### src/rtl/rs232_tx_fifo_if.sv
// rs232_tx_fifo_if
//  Bundles the byte-source side and the transmitter side of rs232_tx_fifo.
//  master : the environment around the FIFO (byte source, flush control and
//           the transmitter's busy line); drives the FIFO inputs.
//  slave  : the FIFO itself.
//  Signals
//   wr_en, wr_data  byte write strobe and data
//   flush           synchronous clear of contents and sticky flags
//   tx_busy         TxD_busy from async_transmitter
//   tx_start        one-cycle TxD_start pulse
//   tx_data         TxD_data, held stable until the next pop
//   full, empty     fill-level decodes
//   level           stored entry count, 0..2**AW
//   overflow        sticky: a write was dropped while full
//   tx_err          sticky: tx_busy failed to rise after tx_start
interface rs232_tx_fifo_if #(
    parameter int DATA_W = 8,
    parameter int AW     = 3
);
    logic              wr_en;
    logic [DATA_W-1:0] wr_data;
    logic              flush;
    logic              tx_busy;
    logic              tx_start;
    logic [DATA_W-1:0] tx_data;
    logic              full;
    logic              empty;
    logic [AW:0]       level;
    logic              overflow;
    logic              tx_err;

    modport master (
        output wr_en, wr_data, flush, tx_busy,
        input  tx_start, tx_data, full, empty, level, overflow, tx_err
    );

    modport slave (
        input  wr_en, wr_data, flush, tx_busy,
        output tx_start, tx_data, full, empty, level, overflow, tx_err
    );
endinterface

### src/rtl/rs232_tx_fifo.sv
// rs232_tx_fifo
//  Byte FIFO between a user byte source and async_transmitter. Bytes are
//  accepted at clock rate and released one at a time over the
//  TxD_start/TxD_busy handshake. Fill level, overflow and handshake
//  timeout are reported as registered status.
//  Ports
//   clk    clock
//   rst_n  asynchronous active-low reset
//   bus    rs232_tx_fifo_if.slave (write port, flush, transmitter handshake,
//          status outputs)
//  Parameters
//   DATA_W byte width, AW address width (DEPTH = 2**AW),
//   TMO    cycles spent in WAIT_HI waiting for tx_busy before flagging tx_err
module rs232_tx_fifo #(
    parameter int DATA_W = 8,
    parameter int AW     = 3,
    parameter int TMO    = 3
) (
    input  logic              clk,
    input  logic              rst_n,
    rs232_tx_fifo_if.slave    bus
);
    localparam int DEPTH = 2 ** AW;
    localparam int CW    = (TMO > 1) ? $clog2(TMO) : 1;

    localparam logic [AW:0]   LVL_FULL = (AW + 1)'(DEPTH);
    localparam logic [AW:0]   LVL_ONE  = (AW + 1)'(1);
    localparam logic [AW-1:0] PTR_ONE  = AW'(1);
    localparam logic [CW-1:0] CNT_LAST = CW'(TMO - 1);
    localparam logic [CW-1:0] CNT_ONE  = CW'(1);

    typedef enum logic [1:0] {
        IDLE    = 2'd0,
        START   = 2'd1,
        WAIT_HI = 2'd2,
        WAIT_LO = 2'd3
    } state_t;

    logic [DATA_W-1:0] mem [DEPTH];

    state_t            state_reg;
    logic [AW-1:0]     wr_ptr_reg;
    logic [AW-1:0]     rd_ptr_reg;
    logic [AW:0]       level_reg;
    logic [CW-1:0]     tmo_cnt_reg;
    logic              tx_start_reg;
    logic [DATA_W-1:0] tx_data_reg;
    logic              overflow_reg;
    logic              tx_err_reg;

    logic full_w;
    logic empty_w;
    logic push_w;
    logic pop_w;
    logic timeout_w;

    assign full_w  = (level_reg == LVL_FULL);
    assign empty_w = (level_reg == '0);

    // A write while full is dropped even if a pop frees a slot this cycle,
    // and a write coinciding with flush is simply discarded.
    assign push_w = bus.wr_en && !full_w && !bus.flush;
    assign pop_w  = (state_reg == IDLE) && !empty_w && !bus.tx_busy;

    // Last WAIT_HI cycle with tx_busy still low.
    assign timeout_w = (state_reg == WAIT_HI) && !bus.tx_busy && (tmo_cnt_reg == CNT_LAST);

    // Storage array: no reset so it maps onto block RAM.
    always_ff @(posedge clk) begin
        if (push_w) begin
            mem[wr_ptr_reg] <= bus.wr_data;
        end
    end

    always_ff @(posedge clk or negedge rst_n) begin
        if (!rst_n) begin
            wr_ptr_reg <= '0;
            rd_ptr_reg <= '0;
            level_reg  <= '0;
        end else if (bus.flush) begin
            wr_ptr_reg <= '0;
            rd_ptr_reg <= '0;
            level_reg  <= '0;
        end else begin
            if (push_w) begin
                wr_ptr_reg <= wr_ptr_reg + PTR_ONE;
            end
            if (pop_w) begin
                rd_ptr_reg <= rd_ptr_reg + PTR_ONE;
            end
            case ({push_w, pop_w})
                2'b10:   level_reg <= level_reg + LVL_ONE;
                2'b01:   level_reg <= level_reg - LVL_ONE;
                default: level_reg <= level_reg;
            endcase
        end
    end

    // Sticky flags; flush takes priority over a same-cycle set.
    always_ff @(posedge clk or negedge rst_n) begin
        if (!rst_n) begin
            overflow_reg <= 1'b0;
            tx_err_reg   <= 1'b0;
        end else if (bus.flush) begin
            overflow_reg <= 1'b0;
            tx_err_reg   <= 1'b0;
        end else begin
            if (bus.wr_en && full_w) begin
                overflow_reg <= 1'b1;
            end
            if (timeout_w) begin
                tx_err_reg <= 1'b1;
            end
        end
    end

    // Handshake FSM. It ignores flush so that a byte already handed to the
    // transmitter finishes its handshake; tx_data keeps the last popped byte.
    always_ff @(posedge clk or negedge rst_n) begin
        if (!rst_n) begin
            state_reg    <= IDLE;
            tmo_cnt_reg  <= '0;
            tx_start_reg <= 1'b0;
            tx_data_reg  <= '0;
        end else begin
            tx_start_reg <= 1'b0;
            case (state_reg)
                IDLE: begin
                    if (pop_w) begin
                        tx_start_reg <= 1'b1;
                        tx_data_reg  <= mem[rd_ptr_reg];
                        state_reg    <= START;
                    end
                end
                START: begin
                    tmo_cnt_reg <= '0;
                    state_reg   <= WAIT_HI;
                end
                WAIT_HI: begin
                    if (bus.tx_busy) begin
                        state_reg <= WAIT_LO;
                    end else if (tmo_cnt_reg == CNT_LAST) begin
                        state_reg <= IDLE;
                    end else begin
                        tmo_cnt_reg <= tmo_cnt_reg + CNT_ONE;
                    end
                end
                WAIT_LO: begin
                    if (!bus.tx_busy) begin
                        state_reg <= IDLE;
                    end
                end
                default: state_reg <= IDLE;
            endcase
        end
    end

    assign bus.tx_start = tx_start_reg;
    assign bus.tx_data  = tx_data_reg;
    assign bus.full     = full_w;
    assign bus.empty    = empty_w;
    assign bus.level    = level_reg;
    assign bus.overflow = overflow_reg;
    assign bus.tx_err   = tx_err_reg;
endmodule
### src/flat_wrapper.sv
// flat-port wrapper written by rule: the top's interface ports become plain ports
module rs232_tx_fifo_flat 
#(
    parameter int DATA_W = 8,
    parameter int AW     = 3,
    parameter int TMO    = 3
)
  (clk, rst_n, bus_wr_en, bus_wr_data, bus_flush, bus_tx_busy, bus_tx_start, bus_tx_data, bus_full, bus_empty, bus_level, bus_overflow, bus_tx_err);
  rs232_tx_fifo_if #(.DATA_W(DATA_W), .AW(AW)) bus_i ();
  input  logic clk;
  input  logic rst_n;
  input wire logic [$bits(bus_i.wr_en)-1:0] bus_wr_en;
  input wire logic [$bits(bus_i.wr_data)-1:0] bus_wr_data;
  input wire logic [$bits(bus_i.flush)-1:0] bus_flush;
  input wire logic [$bits(bus_i.tx_busy)-1:0] bus_tx_busy;
  output wire logic [$bits(bus_i.tx_start)-1:0] bus_tx_start;
  output wire logic [$bits(bus_i.tx_data)-1:0] bus_tx_data;
  output wire logic [$bits(bus_i.full)-1:0] bus_full;
  output wire logic [$bits(bus_i.empty)-1:0] bus_empty;
  output wire logic [$bits(bus_i.level)-1:0] bus_level;
  output wire logic [$bits(bus_i.overflow)-1:0] bus_overflow;
  output wire logic [$bits(bus_i.tx_err)-1:0] bus_tx_err;
  assign bus_i.wr_en = bus_wr_en;
  assign bus_i.wr_data = bus_wr_data;
  assign bus_i.flush = bus_flush;
  assign bus_i.tx_busy = bus_tx_busy;
  assign bus_tx_start = bus_i.tx_start;
  assign bus_tx_data = bus_i.tx_data;
  assign bus_full = bus_i.full;
  assign bus_empty = bus_i.empty;
  assign bus_level = bus_i.level;
  assign bus_overflow = bus_i.overflow;
  assign bus_tx_err = bus_i.tx_err;
  rs232_tx_fifo #(.DATA_W(DATA_W), .AW(AW), .TMO(TMO)) u_core (.clk(clk), .rst_n(rst_n), .bus(bus_i));
endmodule
### config.mk
export PLATFORM = sky130hd
export DESIGN_NAME = rs232_tx_fifo_flat
export DESIGN_NICKNAME = d
export VERILOG_FILES = /design/src/rtl/rs232_tx_fifo_if.sv /design/src/rtl/rs232_tx_fifo.sv /design/src/flat_wrapper.sv
export SDC_FILE = /design/constraint.sdc
export NUM_CORES = 1
export LEC_CHECK = 0
export ABC_AREA = 1
export CAP_MARGIN = 10
export CORE_UTILIZATION = 39
export DETAILED_ROUTE_END_ITERATION = 6
export PLACE_DENSITY_LB_ADDON = 0.3
export SETUP_SLACK_MARGIN = 0.4
export SYNTH_ARGS = -nofsm -noshare
export SYNTH_HDL_FRONTEND = slang
export SYNTH_SLANG_ARGS = --single-unit
### constraint.sdc
create_clock -name clk -period 2.45 [get_ports clk]
set_input_delay 0.245 -clock clk [delete_from_list [all_inputs] [get_ports clk]]
set_output_delay 0.245 -clock clk [all_outputs]
set_load 0.03 [all_outputs]
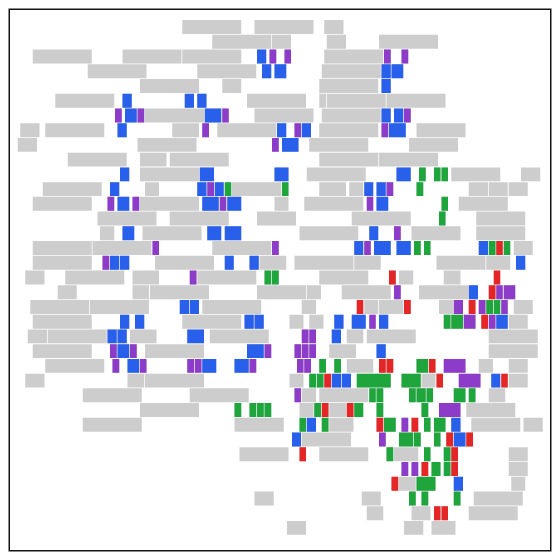
(images/gates.png)
[red] inv cells | cells: 27 | most used: inv_1
[green] nand cells | cells: 57 | most used: nand2_1
[blue] aoi and oai cells | cells: 73 | most used: o21ai_0
[purple] nor cells | cells: 56 | most used: nor2_1

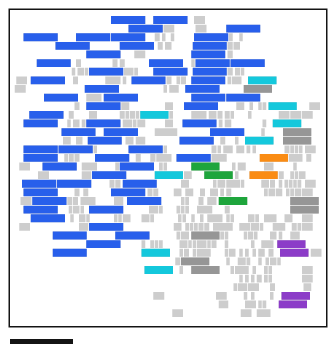
(images/ff_map.png)
Bar = 20 microns. Other sequential cells in the stronger gray, the rest of the logic in the fainter gray.
[purple] `u_core.bus.level` | flops: 4 | where: bottom right
[green] `u_core.rd_ptr_reg` | flops: 3
[orange] `u_core.state_reg` | flops: 2
[blue] `u_core.mem` | flops: 64
[cyan] `u_core.bus.tx_data` | flops: 8
not colored: 8
area taken by flip-flops and latches: 2547 sq um
fraction of area in registers: 57.66%
utilization of the core after routing: 47.81%
power of the sequential group: 1.91 mW

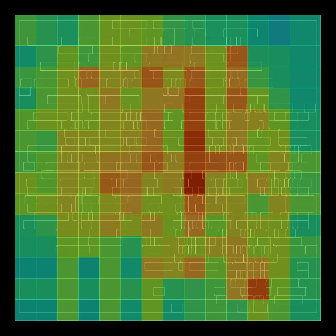
(images/congestion_map.png)
met1 usage: 23.62%
Wirelength per Cell: 15.61 microns
met2 usage in global routing: 27.69%
met3 routing resource usage after global routing: 3.022%

==> summary.txt <==
Implementation results are summarized by area below.

Run status
The run finished with clean final reports.

Yosys
The prevailing post-synth register cell is sky130_fd_sc_hd__edfxtp_1. The post-synthesis instance area is 3724 sq um. The chip area from the yosys synthesis statistics is 3724 sq um. The main area contributors are sky130_fd_sc_hd__edfxtp_1, sky130_fd_sc_hd__dfrtp_1, sky130_fd_sc_hd__o21ai_0. The number of warning messages in the yosys log is 0. The unique cell type count in the Yosys netlist is 30. Among all cell types in the netlist, the one instantiated most often is sky130_fd_sc_hd__edfxtp_1. The post-synth tally of flip-flops with integrated enable is 64.

The number of nets in the synthesized netlist is 340. The synthesis run shows the most used standard cells to be sky130_fd_sc_hd__edfxtp_1, sky130_fd_sc_hd__nor2_1, sky130_fd_sc_hd__nand2_1. Of all flip-flops after synthesis, the portion carrying an async set or reset was 28.09%. The number of flip-flops and latches in the synthesized netlist is 89. Sorting the Yosys area breakdown by cell type puts at the top sky130_fd_sc_hd__edfxtp_1. After synthesis, the design contains 322 cells according to Yosys. The sequential-to-total area share from yosys stat is 68.41%. The top cell type by area accounts for 51.61% of the synthesized area.

Worst setup path
The classification of the worst setup path is flip-flop to flip-flop. The largest stage delay on the critical path is 0.44 ns. The worst setup path is captured at a flip-flop. Looking at the critical path, the highest net fanout was 4.

The library cell appearing most often on the critical path is sky130_fd_sc_hd__nor2_1. The worst setup path is launched from a flip-flop. The critical path data required time is 2.70 ns. STA puts the critical path data arrival time at 2.10 ns.

The count of cells along the worst register-to-register path is 13. The critical path starts at u_core.bus.level[3]. Among all stages on the critical path, the largest delay is contributed by sky130_fd_sc_hd__dfrtp_1.

Floorplan
The core region is 9240 sq um. The die covers 9942 sq um. 30 I/O pins were placed. At the floorplan stage, the core utilization is reported as 40.30%. The width of the die is 99.71 microns. According to the floorplan log, the row count is 35. In this run the vertical extent of the chip is 99.71 microns.

Final timing
The final clock skew is 0.01061 ns. Headroom to the max-slew limit came out at 59.42%. The measured slew at the worst slew-check pin is 0.6087 ns.

The worst path needs 1.856 ns of the cycle, external delays included. Setup repair after global routing left no endpoint under its margin. Endpoints failing hold in the final report were tallied at 0. The setup TNS is 0 ns.

The final setup violation count is 0.

Drt
For this block, the via count after detailed routing is 2,511. The number of DRC markers after the initial detailed-route iteration is 105. The mean number of vias per cell is 5.032. The first-pass iteration count of the detailed router is 4. The detail route stage leaves a number of antenna-violating nets equal to 0. The wire length recorded after detailed routing is 7791 microns. The remaining design rule violation count is 0.

GRT
The largest net degree at the start of global routing is 34. The remaining global-route overflow is 0. The number of global-route vias before repair is 2,400. The initial antenna violation count is 0.

Power and ir drop
Overall power consumption after layout is estimated at 4.337 mW. In this run the VDD rail shows a maximum IR drop of 380.7 uV. The leakage component of the power was reported as 1.697 nW. Dividing total power by cell area gives a power density of 981.8 nW/um^2.

Finish
The repair_antennas step left the layout with diodes totalling 0. The filler cells instantiated in the layout total 858. Per the final layout report, the fraction of cells sized above drive strength 1 comes to 12.97%. The number of flip-flops under the largest register name is 64.

CTS
The clock latency of the later-clocked register in the worst-skew pair is 0.35 ns. The H-tree generated during clock tree synthesis spans 3 levels. The clock tree from TritonCTS is yes. The number of buffers created by CTS is 9. The number of buffers added for setup after CTS is 0. The number of gates resized after CTS is 2. The maximum number of buffers from clock root to sink is 2.

Placement
The last weighted congestion value of the routability-driven placer is 0.8105. The detailed placement HPWL is 5011 microns.

Hold path
The class of the worst hold path is input port to async pin.

Flow run
Warnings raised by the tools during the run amount to 26.
## metal layers
layer  vias to the layer above  GRT usage, %  wire (microns)
met2                        58         27.69            3711
met3                         9         3.022             303
met4                         0         5.769              93
met1                      1228         23.62            3682
met5                         -             0               0
li1                       1216             -               -
## per-stage QoR
step | setup slack (ns) | util [%] | cells | hold slack (ns) | instance area, sq um
global placement | 0.4632 | 45.92 | 483 | 0.4759 | 4243
finish | 0.5942 | 47.81 | 499 | 0.2623 | 4418
global route | 0.4278 | 47.81 | 499 | 0.2887 | 4418
CTS | 0.5947 | 47.81 | 499 | 0.2652 | 4418
floorplan | 0.4748 | - | 322 | -0.05059 | 3724
detailed placement | 0.4111 | 45.92 | 483 | 0.4777 | 4243
## cell families (layout without fill, tap and decap cells)
family | Yosys count | count (layout) | synth area share (%)
flip-flops | 89 | 89 | 68.41
AND/OR/NAND/NOR | 113 | 113 | 13.41
buffers and inverters | 39 | 87 | 4.267
XOR/XNOR | 1 | 1 | 0.2353
adder cells (fa/ha/maj) | 5 | 5 | 1.680
AND-OR/OR-AND | 75 | 75 | 12.00
## placed cells by master, fill, tap and decap left out, types with 2 or more instances in the layout
cell,Yosys,final
sky130_fd_sc_hd__inv_6,0,3
sky130_fd_sc_hd__nand2_2,5,5
sky130_fd_sc_hd__a21oi_1,5,5
sky130_fd_sc_hd__clkdlybuf4s50_1,0,27
sky130_fd_sc_hd__o221ai_1,8,8
sky130_fd_sc_hd__clkinvlp_4,0,2
sky130_fd_sc_hd__nor2_4,3,3
sky130_fd_sc_hd__nand3_2,2,2
sky130_fd_sc_hd__o211ai_1,8,8
sky130_fd_sc_hd__o22ai_1,9,9
sky130_fd_sc_hd__inv_2,5,5
sky130_fd_sc_hd__nor2_1,50,50
sky130_fd_sc_hd__dfrtp_1,25,25
sky130_fd_sc_hd__inv_1,22,22
sky130_fd_sc_hd__ha_1,5,5
sky130_fd_sc_hd__edfxtp_1,64,64
sky130_fd_sc_hd__buf_4,0,14
sky130_fd_sc_hd__dlygate4sd2_1,0,2
sky130_fd_sc_hd__o21ai_0,41,41
sky130_fd_sc_hd__nand3_1,3,3
sky130_fd_sc_hd__nand2_1,45,45
sky130_fd_sc_hd__clkbuf_8,0,9
## power by group
part	switching, mW	total, mW	internal (mW)
clock network	0.532	0.914	0.382
logic	0.972	1.51	0.542
registers	0.123	1.91	1.79
total	1.63	4.34	2.71
## cell type report
class | instances | area, sq um | share of cell area [%]
Clock buffer | 10 | 127.6 | 2.889
Clock inverter | 6 | 50.05 | 1.133
Inverter | 27 | 101.3 | 2.294
Multi-Input combinational cell | 194 | 1017 | 23.02
Sequential cell | 89 | 2547 | 57.66
Tap cell | 129 | 161.4 | 3.653
Timing Repair Buffer | 44 | 412.9 | 9.346
## worst paths after layout
path | to
worst min register to register | u_core.bus.tx_data[6]
max in group asynchronous | u_core.state_reg[1]
worst max register to register | u_core.bus.level[3]
worst max-delay path | u_core.bus.level[3]
worst min-delay path | u_core.bus.level[0]
min in group clk | u_core.bus.tx_data[6]
## worst max-delay path: cells and delay by family (launching register included)
family,cells,cell delay [ns]
fa+ha+maj,1,0.28
simple gates,9,0.79
flops,1,0.44
buf+inv,3,0.25
Power figures rest on the tool's default switching activity, not on a simulated workload.
